run_1/met1.png
Bar = 10 um. Supply wires on this layer in grey.
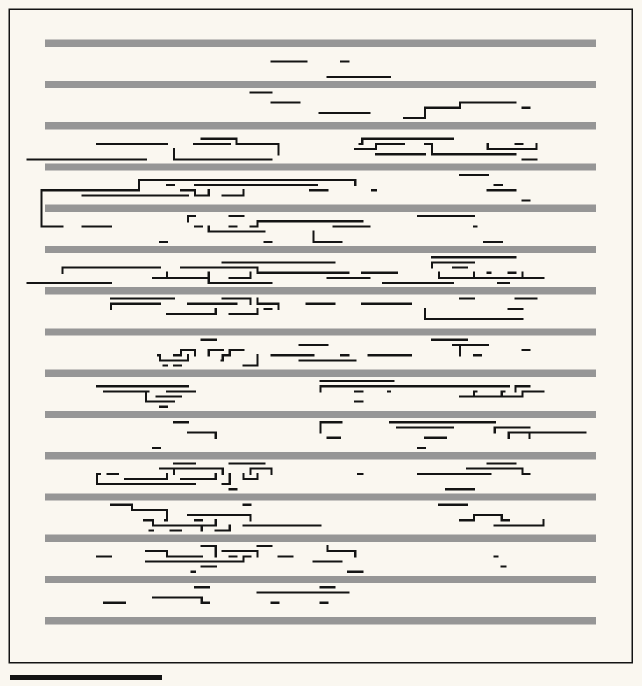
run_1/met2.png
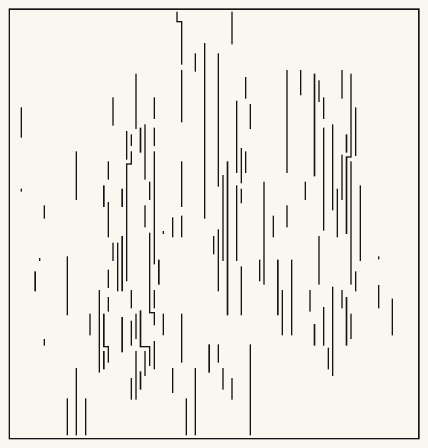
run_1/met3.png
Bar = 10 um. Cells faint in the background.
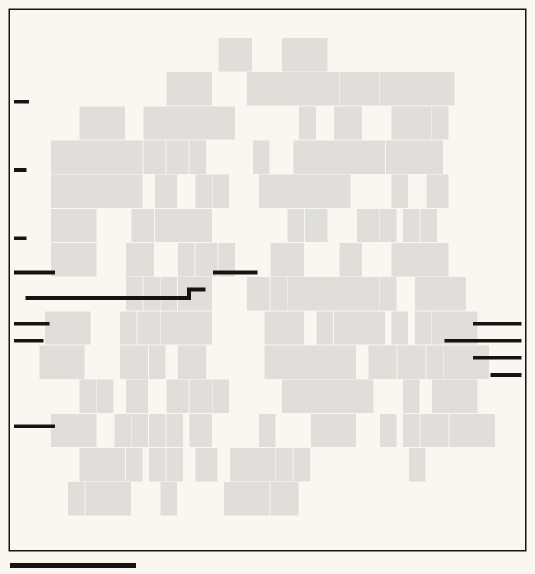
==> config.mk <==
export PLATFORM = sky130hd
export DESIGN_NAME = alu_ctrl_issue
export DESIGN_NICKNAME = d
export VERILOG_FILES = /design/src/rtl/alu_ctrl_issue.sv
export SDC_FILE = /design/constraint.sdc
export NUM_CORES = 1
export LEC_CHECK = 0
export ABC_AREA = 1
export CAP_MARGIN = 20
export CORE_AREA = 2 2 39 41
export CTS_CLUSTER_SIZE = 40
export DETAILED_ROUTE_END_ITERATION = 7
export DIE_AREA = 0 0 41 43
export HOLD_SLACK_MARGIN = 0.08
export PLACE_DENSITY_LB_ADDON = 0.15
export SETUP_SLACK_MARGIN = 0.1
export SLEW_MARGIN = 10
export SYNTH_ARGS = -nofsm -noshare
export SYNTH_HDL_FRONTEND = slang
export SYNTH_SLANG_ARGS = --single-unit
==> constraint.sdc <==
create_clock -name clk -period 2.2 [get_ports clk]
set_input_delay 0.22 -clock clk [delete_from_list [all_inputs] [get_ports clk]]
set_output_delay 0.22 -clock clk [all_outputs]
set_load 0.005 [all_outputs]
==> deck_impl_summary.md, run 1 <==
Key Metrics from the Run

Placed design
  – Placed inst area: 772 um2
  – Placer congestion estimate: 0.661

Yosys
  – Cell taking the most area after synthesis: dfxtp_1
  – Avg Inst Size Synth: 6.85 um2
  – Most frequent cell after synthesis: nor2_1
  – Number of enable flip-flop cells: 0
  – Ys cells: 86
  – Top non-seq family: simple AND/OR/NAND/NOR gates
  – Syn Inst Count: 86
  – Post-synth top cells: nor2_1 (14), inv_1 (12), dfxtp_1 (9), nand2_1 (9)
  – Yosys Warn Count: 0
  – MUX share of area: 0
  – Top cell area share: 0.306
  – Adder-Cell Fraction of Synth Area: 0.0425
  – Fraction of registers with async set/reset: 0
  – Synth Cell Area: slightly below 600 um2
  – Seq share, synth: 0.306
  – Unique cell types: 23
  – Synth Area in Simple Gates: 0.365

Worst hold path
  – Min-Delay Path Depth: 2

CTS
  – CTS buffer count: 3
  – H-tree Lvls: 1
  – Clock sinks: 9
  – Root Buffer: clkbuf_4
  – Max clock buf depth: 2
  – PostCTS Resize Cnt: 0
  – CTS tree: built
  – Hold_buf cts: 0
  – Post-CTS Setup Bufs: 0

Layout
  – Most frequent cells in the layout: clkdlybuf4s50_1 (17), nor2_1 (14), inv_1 (12)
  – Clk cell area share: 0.0329
  – Number of logic gates: 58
  – Layout fillers: ~150
  – Flop area: 180 um2
  – Nets: 121
  – Max reg flops: 4
  – Buffers outside the clock class: 17
  – ANT cells: 0
  – Cell area after layout: roughly 800 um2
  – Invs w/o clock: 18
  – Final Non-Filler Cells: 122
  – Commonest Layout Cell: clkdlybuf4s50_1
  – Final core occ: 0.577

Job
  – # Max-Cap Violations: 0

STA
  – Worst Skew: slightly above 0.007 ns
  – Crit path time final: 1.60 ns
  – Hold_ws: approximately 0.49 ns
  – Final hold violations: 0
  – Final worst slack: between 0.6 and 0.7 ns
  – TNS Setup: 0 ns

Power
  – Seq. pwr: about 180 uW
  – Total design power: approximately 380 uW
  – Largest Pwr Group: sequential cells
  – Sw Pwr: 95.0 uW
  – Comb group: 79.3 uW
  – Reg power frac: 0.464
  – Gate power share: 0.210
  – Clk. pwr: 123 uW

Drt
  – Met1 WL: ~470 um
  – Via density per instance: 4.61
  – Routed met3 length: around 46 um

Critical path
  – Data required, critical path: 1.98 ns
  – CP Capture Type: output pin
  – Worst setup SP type: register
  – Critical path depth: 3
  – Reg-to-reg setup timing slack: 0.93 ns

Global routing
  – Remaining Overflow, GRT: 0
  – Initial antenna violation count: 0

Outcome
  – Status: finished, final reports clean

Die
  – Core Area: 1380 um2
  – Die Wd: 41 um
About met1.png:
main direction: horizontal
longest straight run: 14.3 um
share of all routed wire: 46%
wire length on this layer: 471 um
nets with wire on the layer: 102
DR vias: 563
GR Util met1: 0.176
total wire length: 1030 um

About met2.png:
main direction: vertical
wire length on this layer: 497 um
met2 usage: 0.238

About met3.png:
wire length on this layer: 46.0 um
share of all routed wire: 4.5%
longest straight run: 12.9 um
nets with wire on the layer: 12
main direction: horizontal
met3 usage: 0.0471

==> run 2: changes to the inputs <==
Settings changed: CORE_AREA 2 2 39 41 to unset, CORE_UTILIZATION set to 43, DIE_AREA 0 0 41 43 to unset.
Clock period 2.2 ns to 1.5 ns, I/O delays scaled along.
==> deck_impl_summary.md, run 2 <==
Key Metrics from the Run

STA
  – Crit path time final: 1.24 ns
  – TNS Setup: 0 ns (unchanged)

Yosys
  – Syn Inst Count: 86 (unchanged)
  – Number of enable flip-flop cells: 0 (unchanged)
  – Most frequent cell after synthesis: nor2_1
  – Seq share, synth: 0.306 (unchanged)
  – Synth Cell Area: 589 um2 (unchanged)
  – Top cell area share: 0.306 (unchanged)
  – Avg Inst Size Synth: 6.85 um2 (unchanged)
  – Top non-seq family: simple AND/OR/NAND/NOR gates
  – Cell taking the most area after synthesis: dfxtp_1
  – Ys cells: 86 (unchanged)
  – Unique cell types: 23 (unchanged)

Power
  – Sw Pwr: 161 uW (+69%)
  – Largest Pwr Group: sequential cells
  – Clk. pwr: 201 uW (+63%)
  – Seq. pwr: 257 uW (+47%)
  – Reg power frac: 0.446 (-0.018)

Layout
  – Cell area after layout: 817 um2 (+2.4%)
  – Max reg flops: 4 (unchanged)
  – Invs w/o clock: 18 (unchanged)
  – Most frequent cells in the layout: nor2_1 (14), clkdlybuf4s50_1 (14), inv_1 (12)
  – Number of logic gates: 58 (unchanged)
  – Flop area: 183 um2 (+1.4%)
  – Final core occ: 0.689 (+0.112)
  – ANT cells: 0 (unchanged)

Critical path
  – Worst setup SP type: register
  – Data required, critical path: 1.66 ns (-0.32 ns)

CTS
  – Max clock buf depth: 2 (unchanged)
  – Hold_buf cts: 0 (unchanged)
  – H-tree Lvls: 1 (unchanged)
  – Post-CTS Setup Bufs: 0 (unchanged)
  – Root Buffer: clkbuf_4
  – CTS tree: built

Drt
  – Routed met3 length: 77 um (+67%)
  – Via density per instance: 4.75 (+2.8%)

Placed design
  – Placed inst area: 785 um2 (+1.6%)

Outcome
  – Status: finished, final reports clean

Worst hold path
  – Min-Delay Path Depth: 2 (unchanged)

Global routing
  – Initial antenna violation count: 0 (unchanged)
run_2/final_clocks.png
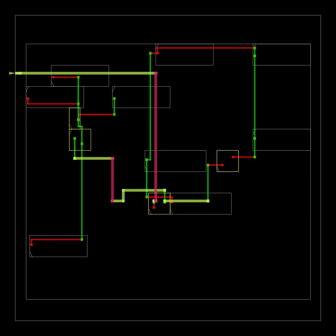
clock sinks: 9
sequential cells: 9
Worst Skew: 0.00285 ns
Latency at later pin: 0.27 ns

run_2/met3.png
Bar = 10 um. Cells faint in the background.
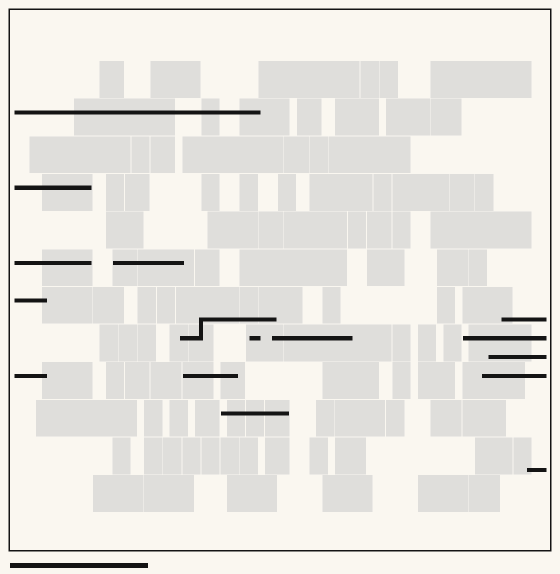
longest straight run: 17.5 um
share of all routed wire: 6.6%
wire length on this layer: 77.2 um
main direction: horizontal
nets with wire on the layer: 13
met3 usage: 0.0694
total wire length: 1170 um
DR vias: 579

run_2/gate_families.png
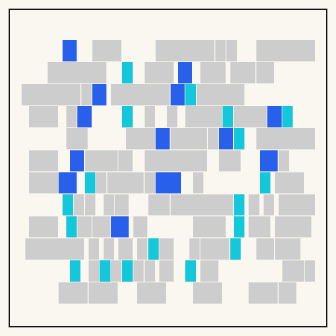
[cyan] inverters | cells: 18 | most used: inv_1
[blue] inverting AOI/OAI gates | cells: 13 | most used: o21ai_0
Comb area share: 0.409
Final Non-Filler Cells: 122

Power is estimated from default activity; no workload was simulated.
